==> run_1/met1.png <==
Scale bar: 20 um. Supply wires on this layer in grey.
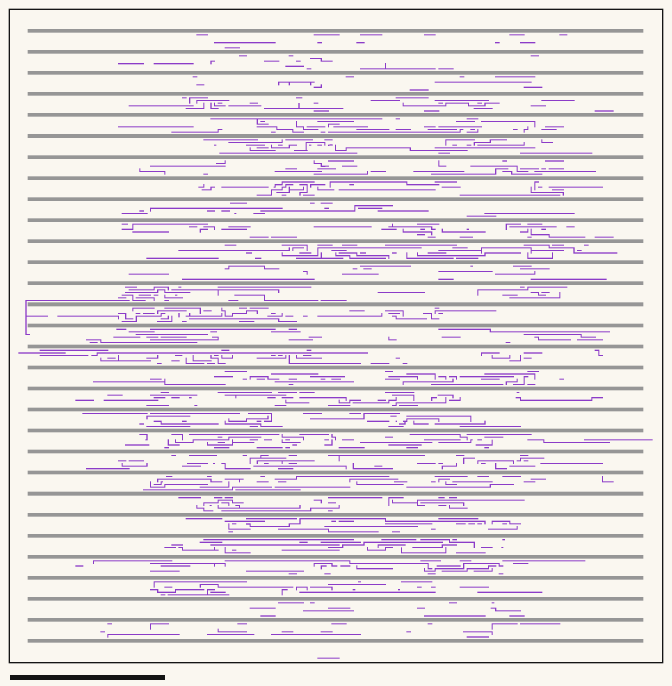
==> run_1/met2.png <==
Cells faint in the background.
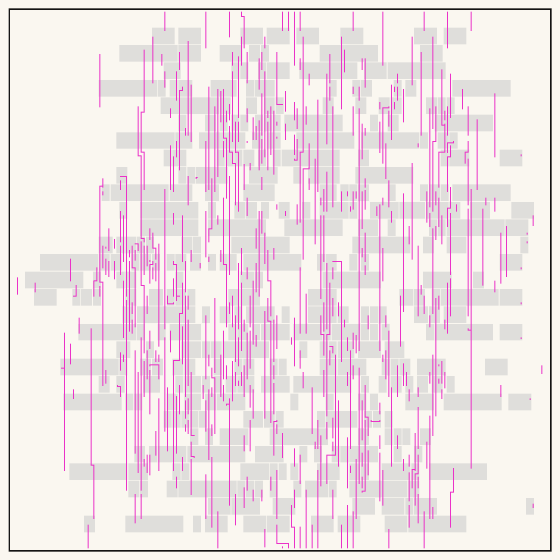
==> run_1/met3.png <==
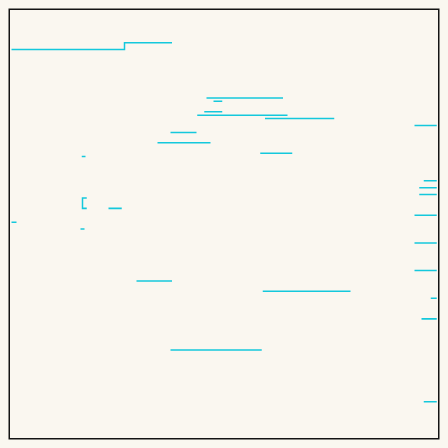
$ cat config.mk
export PLATFORM = sky130hd
export DESIGN_NAME = neo_spike_detector
export DESIGN_NICKNAME = d
export VERILOG_FILES = /design/src/rtl/neo_spike_detector.sv
export SDC_FILE = /design/constraint.sdc
export NUM_CORES = 1
export LEC_CHECK = 0
export ABC_AREA = 1
export CAP_MARGIN = 15
export CORE_MARGIN = 2
export CORE_UTILIZATION = 40
export CTS_CLUSTER_SIZE = 14
export DETAILED_ROUTE_END_ITERATION = 7
export PLACE_DENSITY = 0.63
export REMOVE_ABC_BUFFERS = 1
export SLEW_MARGIN = 0
export SYNTH_ARGS = -nofsm -noshare
export SYNTH_HDL_FRONTEND = slang
export SYNTH_SLANG_ARGS = --single-unit
$ cat constraint.sdc
create_clock -name clk_i -period 4.2 [get_ports clk_i]
set_input_delay 1.26 -clock clk_i [delete_from_list [all_inputs] [get_ports clk_i]]
set_output_delay 1.26 -clock clk_i [all_outputs]
set_load 0.02 [all_outputs]
$ cat src/rtl/neo_spike_detector.sv
// Two-pass NEO threshold detector: pass 1 sums positive energy to form C x mean,
// pass 2 streams out samples above that threshold with a refractory hold-off.
module neo_spike_detector #(
    parameter int N       = 8,
    parameter int M       = 16,
    parameter int C       = 4,
    parameter int REFRACT = 2,
    localparam int AW     = $clog2(M) + 1,
    localparam int TW     = N + $clog2(C)
) (
    input  logic                clk_i,
    input  logic                rst_ni,
    input  logic                start_i,
    input  logic signed [N-1:0] rdata_i,
    output logic [AW-1:0]       raddr_o,
    output logic                busy_o,
    output logic                done_o,
    output logic                spike_o,
    output logic [AW-1:0]       spike_addr_o,
    output logic [AW-1:0]       spike_count_o,
    output logic [TW-1:0]       threshold_o
);

    localparam int IW   = $clog2(M);
    localparam int CW   = $clog2(C);
    localparam int SW   = N + IW;
    localparam int RW   = (REFRACT > 0) ? $clog2(REFRACT + 1) : 1;

    typedef enum logic [2:0] {IDLE, ACCUM, CALC, DETECT, DONE} state_e;

    state_e              state_q;
    logic [IW-1:0]       idx_q;
    logic [SW-1:0]       sum_q;
    logic [RW-1:0]       refr_q;
    logic                busy_q;
    logic                done_q;
    logic                spike_q;
    logic [AW-1:0]       spike_addr_q;
    logic [AW-1:0]       spike_count_q;
    logic [TW-1:0]       threshold_q;

    logic [SW-1:0]       sum_d;
    logic [SW+CW-1:0]    scaled_d;
    logic [TW-1:0]       threshold_d;
    logic                above_d;
    logic                lastIdx;

    // Negative energy is clamped to zero; the compare widens both sides by one bit
    // so the unsigned threshold never looks negative.
    always_comb begin
        sum_d       = sum_q + (rdata_i[N-1] ? '0 : {{(SW-N){1'b0}}, rdata_i});
        scaled_d    = (SW+CW)'(sum_q) << CW;
        threshold_d = scaled_d[SW+CW-1:IW];
        above_d     = $signed({{(CW+1){rdata_i[N-1]}}, rdata_i}) > $signed({1'b0, threshold_q});
        lastIdx     = (idx_q == IW'(M - 1));
        raddr_o     = '0;
        if (state_q == ACCUM || state_q == DETECT) begin
            raddr_o = {1'b0, idx_q};
        end
    end

    always_ff @(posedge clk_i or negedge rst_ni) begin
        if (!rst_ni) begin
            state_q       <= IDLE;
            idx_q         <= '0;
            sum_q         <= '0;
            refr_q        <= '0;
            busy_q        <= 1'b0;
            done_q        <= 1'b0;
            spike_q       <= 1'b0;
            spike_addr_q  <= '0;
            spike_count_q <= '0;
            threshold_q   <= '0;
        end else begin
            case (state_q)
                IDLE, DONE: begin
                    spike_q <= 1'b0;
                    if (start_i) begin
                        state_q       <= ACCUM;
                        busy_q        <= 1'b1;
                        done_q        <= 1'b0;
                        idx_q         <= '0;
                        sum_q         <= '0;
                        refr_q        <= '0;
                        spike_addr_q  <= '0;
                        spike_count_q <= '0;
                    end
                end
                ACCUM: begin
                    sum_q <= sum_d;
                    if (lastIdx) begin
                        state_q <= CALC;
                        idx_q   <= '0;
                    end else begin
                        idx_q <= idx_q + IW'(1);
                    end
                end
                CALC: begin
                    threshold_q <= threshold_d;
                    state_q     <= DETECT;
                end
                DETECT: begin
                    if (refr_q == '0 && above_d) begin
                        spike_q       <= 1'b1;
                        spike_addr_q  <= {1'b0, idx_q};
                        spike_count_q <= spike_count_q + AW'(1);
                        refr_q        <= RW'(REFRACT);
                    end else if (refr_q != '0) begin
                        refr_q  <= refr_q - RW'(1);
                        spike_q <= 1'b0;
                    end else begin
                        spike_q <= 1'b0;
                    end
                    if (lastIdx) begin
                        state_q <= DONE;
                        busy_q  <= 1'b0;
                        done_q  <= 1'b1;
                    end else begin
                        idx_q <= idx_q + IW'(1);
                    end
                end
                default: state_q <= IDLE;
            endcase
        end
    end

    assign busy_o        = busy_q;
    assign done_o        = done_q;
    assign spike_o       = spike_q;
    assign spike_addr_o  = spike_addr_q;
    assign spike_count_o = spike_count_q;
    assign threshold_o   = threshold_q;

endmodule

==> impl_metrics.yaml, run 1 <==
# implementation run metrics
layout:
  syn2layout_area_growth_pct: 19.8
  final_area_um2: 3090
  layout_top_cell_excl_fill_tap: "nand2_1"
  nets: 392
  register_area_um2: 1080
  post-route-util_pct: 49.2
  num_antenna_cells: 0
  drive_gt1_share_pct: 6.39
  logic_area_um2: 1260
  n_fill_cell: 610
  layout_top_cells: "nand2_1 (71), inv_1 (52), dfrtp_1 (43), clkdlybuf4s50_1 (35), nand3_1 (26)"
synthesis:
  ys_sh_adder_pct: 11.0
  synth_cell_type_count: 34
  ys_sh_xor_pct: 2.72
  ys_area_um2: 2580
  ys_seq_elements: 43
  synth_seq_share_pct: 41.7
  synth.avg_cell_area_um2: 8.06
  mux_share_pct: 0
  yosys_cells: 320
  netlist_logic_family_top: "simple AND/OR/NAND/NOR gates"
  yosys_warnings: 0
  synthCells: 320
  synthSimpleGateAreaFrac_pct: 23.6
  flop_cell: "dfrtp_1"
  synthAoiAreaFrac_pct: 11.2
  topCellsByArea: "dfrtp_1 (42%), nand2_1 (10%), ha_1 (10%)"
  netlist_area_um2: 2580
  synthArstFlopShare_pct: 100
  top_area_share_pct: 41.7
  edf_count: 0
  largest_area_cell: "dfrtp_1"
cts:
  clkSinkCount: 43
  cts_buffers: 5
  ctsHoldBuffers: 0
  cts_setup_buffers: 0
  cts_resized: 0
  clkSlewWorstSetupHoldPaths_ns: 0.08
  clkLatencyLatePin_ns: 0.30
  cts_buffer_depth: 2
  cts_tree: "built"
  cts.htree.levels: 2
  cts-root-buf: "clkbuf_8"
critical_path:
  crit_top_cell: "nand2_1"
  path_buffers: 4
  worstPathRequired_ns: 4.40
  crit_chain: "clkdlybuf4s50_1 > inv_1 > nand2_1 > inv_1 > ha_1 > nand2_1 > o21ai_0 > nand2_1 > nand2_1 > nand3_1 > o21ai_0 > inv_1"
  reg2reg_depth: 12
  start_kind: "input pin"
  worst_ep_arrival_time_ns: 3.40
  crit_path_top_delay_cell: "clkdlybuf4s50_1"
  critPathTopFamily: "buffers and inverters"
  cp.depth: 12
  r2r_end: "spike_addr_o[3]"
  r2r_start: "threshold_o[6]"
  cpPeakStageDelay_ns: 0.67
  crit_fanout: 10
  worstSetupPathType: "in -> reg"
  crit_path_end_kind: "flip-flop"
  r2r_slack_ns: 2.32
outcome:
  status: "complete, no violations"
pwr:
  p_sw_uw: 899
  p_comb_share_pct: 52.5
  pwr-share-seq_pct: 33.8
  powerDensity_nw_per_um2: 643
  clkPwrFrac_pct: 13.7
  p_sw_share_pct: 45.2
  ir_worst_vdd_mv: 0.217
  intPower_uw: 1090
  power_leakage_uw: 0.00155
detailed_routing:
  firstDrtPassIters: 4
  num_vias: 2159
  ant_nets: 0
  drt_iter0_drc: 112
  vias_per_cell: 4.94
  drcViolationCount: 0
  wl_per_cell_um: 13.0
  drt_wl_total_um: 5680
timing:
  layout_min_cycle_time_ns: 3.21
  rsz0062_at_grt: "no"
  slew-limit-headroom_pct: 36.5
  setup_viol: 0
  finClkSkew_ns: 0.00446
  layout_setup_ws_ns: 0.994
  fin_crit_sh_pct: 76.3
  finalSetupTns_ns: 0
  hold_violations: 0
  worst-slew-pin-transition_ns: 0.953
  maxSlewViolCount: 0
  fmax_mhz: 312
worst_hold_path:
  min_from: "done_o"
  hold_class: "reg -> reg"
  min_to: "done_o"
  holdPathStages: 2
floorplanning:
  core_um2: 6280
  fp.dieArea_um2: 7100
  die_h_um: 84.3
  rows: 29
  die_w_um: 84.3
  initCoreUtil_pct: 41.1
global_route:
  grt_use_total_pct: 17.5
  antenna_found_initial: 0
  gr-total-overflow: 0
  grt_pass1_wl_um: 10100
  grt_max_degree: 44
placement:
  hpwl_um: 4270
  place_worst_setup_slack_ns: 0.677
  globalplace.congestion: 0.847
  portBuffers: 36
  postPlaceCellArea_um2: 2990
run:
  warning_count: 26
  max_cap_viol_count: 0
-- met1.png (at the start) --
share of all routed wire: 48%
longest straight run: 35.0 um
nets with wire on the layer: 361

-- met2.png (at the start) --
nets with wire on the layer: 311
share of all routed wire: 47%
main direction: vertical
wire length on this layer: 2670 um

-- met3.png (at the start) --
main direction: horizontal
wire length on this layer: 183 um
share of all routed wire: 3.2%
nets with wire on the layer: 23

## run 1: metal layers
| metal | vias to the layer above | global-route usage, % | share of wire (%) |
|---|---|---|---|
| met2 | 36 | 28.1 | 47 |
| li1 | 1100 | - | - |
| met1 | 1016 | 24.6 | 48 |
| met4 | 0 | 4.40 | 1.3 |
| met3 | 7 | 3.24 | 3.2 |
| met5 | - | 0 | 0 |
## run 1: tightest hold or removal path, cell delays in order (launching register included)
cell     delay (ns)
dfrtp_1        0.35
nand2_1        0.05
nand2_1        0.06
## run 1: registers in the layout, indices dropped and copies added (netlist names)
register	count
state_q	3
spike_count_o	5
spike_o	1
idx_q	4
done_o	1
sum_q	12
threshold_o	10
spike_addr_o	4
refr_q	2
busy_o	1
## run 1: how the worst max path moves through the flow
stage | start | endpoint | slack, ns
6_report | rdata_i[7] | sum_q[11] | 0.99
3_5_place_dp | rdata_i[7] | sum_q[11] | 0.68
3_3_place_gp | rdata_i[7] | sum_q[10] | 0.77
2_1_floorplan | rdata_i[0] | sum_q[10] | 1.52
4_1_cts | rdata_i[7] | sum_q[11] | 1.0
5_1_grt | rdata_i[7] | sum_q[11] | 0.76
## run 1: synthesized netlist by cell type, types with 3 or more instances
cell / number
nand3_1: 26
a21oi_1: 14
dfrtp_1: 43
nand2_2: 4
nand2_1: 71
ha_1: 21
o22ai_1: 5
xor2_1: 7
nor2_1: 24
nand3_2: 3
inv_1: 52
o21ai_0: 25
## run 1: stage by stage
stage | std cells | hold slack, ns | power [uW]
5_1_grt | 437 | 0.506 | 2170
2_1_floorplan | 315 | 0.469 | 1350
3_5_place_dp | 428 | 0.479 | 1730
3_3_place_gp | 428 | 0.468 | 1720
4_1_cts | 436 | 0.501 | 2000
6_report | 437 | 0.492 | 1990
## run 1: cells by family after synthesis
kind of cell / count (synthesis)
xor+xnor: 8
simple gates: 135
flops: 43
compound gates: 52
other cells: 1
buf+inv: 59
fa+ha+maj: 22
## run 1: power groups by stage
stage | logic, uW | registers, uW | clock network, uW
after floorplan | 622 | 725 | 0
after global placement | 1040 | 679 | 0
after detailed placement | 1040 | 682 | 0
after CTS | 1050 | 674 | 282
after global routing | 1180 | 693 | 299
final | 1040 | 672 | 272
## run 1: cell type report
cell class | count | share of cell area [%]
Inverter | 53 | 6.44
Tap cell | 77 | 3.12
Multi-Input combinational cell | 219 | 40.9
Sequential cell | 43 | 34.8
Clock buffer | 5 | 2.23
Clock inverter | 3 | 0.648
Timing Repair Buffer | 37 | 11.9
==> run 1 -> run 2 <==
--- a/config.mk
+++ b/config.mk
@@ -11,7 +11,7 @@
 export CORE_UTILIZATION = 40
 export CTS_CLUSTER_SIZE = 14
 export DETAILED_ROUTE_END_ITERATION = 7
-export PLACE_DENSITY = 0.63
+export PLACE_DENSITY = 0.65
 export REMOVE_ABC_BUFFERS = 1
 export SLEW_MARGIN = 0
 export SYNTH_ARGS = -nofsm -noshare
==> constraint.sdc (replaced) <==
create_clock -name clk_i -period 2.6 [get_ports clk_i]
set_input_delay 0.78 -clock clk_i [delete_from_list [all_inputs] [get_ports clk_i]]
set_output_delay 0.78 -clock clk_i [all_outputs]
set_load 0.02 [all_outputs]
==> run 2 against run 1 <==
Sequential power grew 62%. Critical path depth grew 3. Count of clock-buffer cells in the layout is the same. Critical endpoint is now sum_q[10]. Highest routed layer unchanged. Non-clock buffer count grew 21. Utilization grew 3.0 points. Clock power grew 93%. Power grew 71%. Combinational power grew 72%.
==> impl_metrics.yaml, run 2 <==
# implementation run metrics
outcome:
  status: "complete, no violations"
placement:
  hpwl_um: 4500
  postPlaceCellArea_um2: 3160
  placed_cells_incl_taps: 450
  portBuffers: 36
  place_worst_setup_slack_ns: -0.255
  globalplace.congestion: 0.860
detailed_routing:
  drt-met1-wl_um: 2810
  vias_per_cell: 4.83
  dr_wl_met3_um: 213
  wl_per_cell_um: 12.7
  drcViolationCount: 0
  ant_nets: 0
  dr_wl_met2_um: 2700
  drt_iter0_drc: 119
  firstDrtPassIters: 4
  dr.max_layer_used: "met4"
critical_path:
  worst_ep_arrival_time_ns: 2.68
  cp.depth: 15
  crit_fanout: 4
  crit_top_cell: "inv_1"
  crit_path_top_delay_cell: "clkdlybuf4s50_1"
  r2r_start: "threshold_o[6]"
  worstPathRequired_ns: 2.84
  r2r_slack_ns: 0.84
  start_kind: "input pin"
  crit_path_end_kind: "flip-flop"
  cpPeakStageDelay_ns: 0.46
  worstSetupPathType: "in -> reg"
  path_buffers: 5
  crit_path_start: "rdata_i[0]"
  r2r_end: "spike_count_o[0]"
  critPathTopFamily: "buffers and inverters"
  crit_chain: "clkdlybuf4s50_1 > inv_1 > nor2_1 > ha_2 > inv_1 > fa_2 > inv_1 > nand3_1 > nand2_2 > nand3_1 > nand2_1 > nand2_1 > o21ai_1 > o21ai_0 > inv_1"
  crit_end: "sum_q[10]"
  reg2reg_depth: 11
floorplanning:
  rows: 29
  die_w_um: 84.3
  core_um2: 6280
  die_h_um: 84.3
  initCoreUtil_pct: 41.1
  fp.dieArea_um2: 7100
synthesis:
  synth_seq_share_pct: 41.7
  yosys_warnings: 0
  flop_cell: "dfrtp_1"
  topCellsByArea: "dfrtp_1 (42%), nand2_1 (10%), ha_1 (10%)"
  synth_cell_type_count: 34
  yosysMostFrequentCell: "nand2_1"
  largest_area_cell: "dfrtp_1"
  synthCells: 320
  synthArstFlopShare_pct: 100
  top_area_share_pct: 41.7
  netlist_area_um2: 2580
  edf_count: 0
  yosys_cells: 320
  ys_seq_elements: 43
  yosys-top-cells-count: "nand2_1 (71), inv_1 (52), dfrtp_1 (43), nand3_1 (26), o21ai_0 (25)"
  synth.avg_cell_area_um2: 8.06
  ys_area_um2: 2580
layout:
  post-route-util_pct: 52.2
  layout_top_cells: "nand2_1 (70), inv_1 (52), dfrtp_1 (43), clkdlybuf4s50_1 (34), nand3_1 (26)"
  layout.cells.non_filler: 458
  largest_reg_flops: 12
  drive_gt1_share_pct: 12.3
  layout_top_cell_excl_fill_tap: "nand2_1"
  n_fill_cell: 599
  final_area_um2: 3280
  nets: 413
  num_antenna_cells: 0
  syn2layout_area_growth_pct: 27.1
  top_register: "sum_q"
cts:
  cts.htree.levels: 2
  cts-root-buf: "clkbuf_8"
  cts_setup_buffers: 0
  cts_buffers: 5
  clkLatencyLatePin_ns: 0.30
  cts_buffer_depth: 2
  cts_tree: "built"
  clkSinkCount: 43
  clkSlewWorstSetupHoldPaths_ns: 0.08
pwr:
  powerDensity_nw_per_um2: 1040
  ir_worst_vdd_mv: 0.389
  power_leakage_uw: 0.00167
timing:
  fmax_mhz: 409
  fin_crit_sh_pct: 94.0
  layout_setup_ws_ns: 0.157
  maxSlewViolCount: 0
  finClkSkew_ns: 0.00925
  hold_violations: 0
  setup_viol: 0
  layout_min_cycle_time_ns: 2.44
  slew-limit-headroom_pct: 62.7
  worst-slew-pin-transition_ns: 0.559
  finalSetupTns_ns: 0
  rsz0062_at_grt: "no"
global_route:
  antenna_found_initial: 0
  gr-total-overflow: 0
  grt_max_degree: 44
  grt_use_total_pct: 17.5
  grt_pass1_vias: 2150
  grt_pass1_wl_um: 10000
worst_hold_path:
  min_from: "done_o"
  hold_class: "reg -> reg"
run:
  max_cap_viol_count: 0
  warning_count: 26
run 2: cell type report:
| class | count | area (um2) | area share [%] |
|---|---|---|---|
| Clock buffer | 5 | 68.8 | 2.10 |
| Timing Repair Buffer | 58 | 523 | 16.0 |
| Multi-Input combinational cell | 219 | 1270 | 38.8 |
| Inverter | 53 | 199 | 6.07 |
| Clock inverter | 3 | 43.8 | 1.34 |
| Tap cell | 77 | 96.3 | 2.94 |
| Sequential cell | 43 | 1080 | 32.8 |
run 2: report_power, final:
group / total, uW / internal, uW / switching [uW]
registers: 1090 / 904 / 186
clock network: 524 / 286 / 238
logic: 1790 / 757 / 1030
run 2: what timing repair did:
| action | in CTS | in global routing |
|---|---|---|
| resized | 0 | 6 |
| setup endpoints to repair | 0 | 5 |
| hold buffers | 0 | 0 |
| hold endpoints to repair | 0 | 0 |
run 2: logic make-up (layout without fill, tap and decap cells):
family,count (synthesis),count (layout),share of synthesized area (%)
AOI/OAI and AO/OA,52,52,11.2
and+or+nand+nor,135,135,23.6
xor gates and xnor gates,8,8,2.72
buffers and inverters,59,119,9.61
DFF,43,43,41.7
other,1,2,0.145
adders and majority gates,22,22,11.0
run 2: routing by layer:
layer | vias to the layer above | GRT usage, %
met4 | 0 | 6.01
met1 | 1020 | 24.9
met2 | 41 | 27.1
met3 | 5 | 3.05
met5 | - | 0
li1 | 1147 | -
run 2: worst min-delay path, cell delays in order (launching register included):
cell	delay [ns]
dfrtp_1	0.35
nand2_1	0.05
nand2_1	0.06
run 2: per-stage QoR:
| stage | hold WS [ns] | total power [uW] |
|---|---|---|
| final | 0.497 | 3400 |
| after global routing | 0.544 | 3710 |
| after CTS | 0.511 | 3430 |
| after detailed placement | 0.492 | 2890 |
| after global placement | 0.481 | 2870 |
| after floorplan | 0.469 | 2180 |
run 2: worst min-delay path by stage:
stage	endpoint	slack, ns	depth (start not counted)
6_report	done_o	0.50	2
5_1_grt	done_o	0.54	2
4_1_cts	done_o	0.51	2
3_5_place_dp	done_o	0.49	2
3_3_place_gp	done_o	0.48	2
2_1_floorplan	spike_addr_o[3]	0.47	2
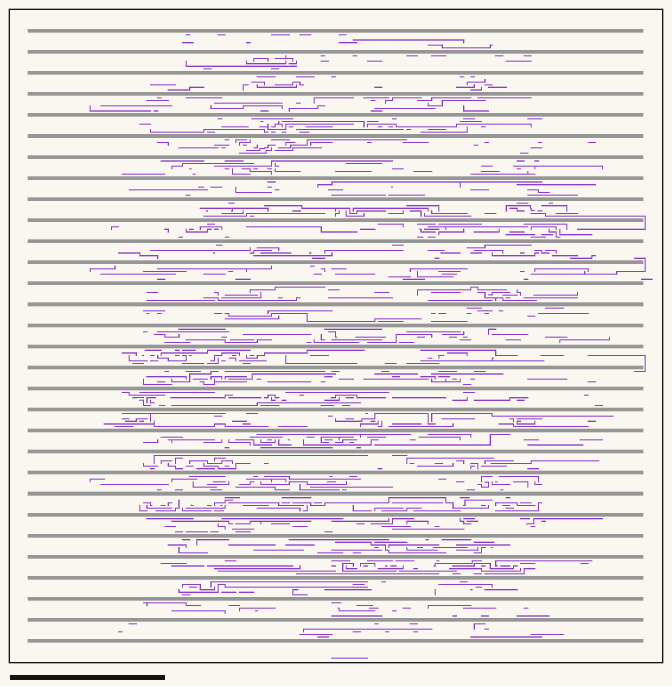
(run_2/met1.png)
Scale bar: 20 um. Supply wires on this layer in grey.
wirelength, routed: 5800 um
Global Route met1 Usage: 24.9%
via total after detailed routing: 2213

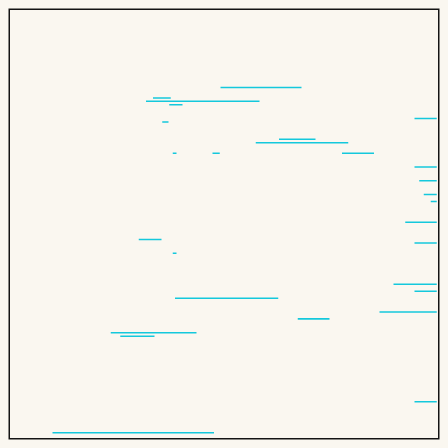
(run_2/met3.png)
nets with wire on the layer: 25
longest straight run: 31.5 um
main direction: horizontal
share of all routed wire: 3.7%
wire length on this layer: 213 um

Power is estimated from default activity; no workload was simulated.
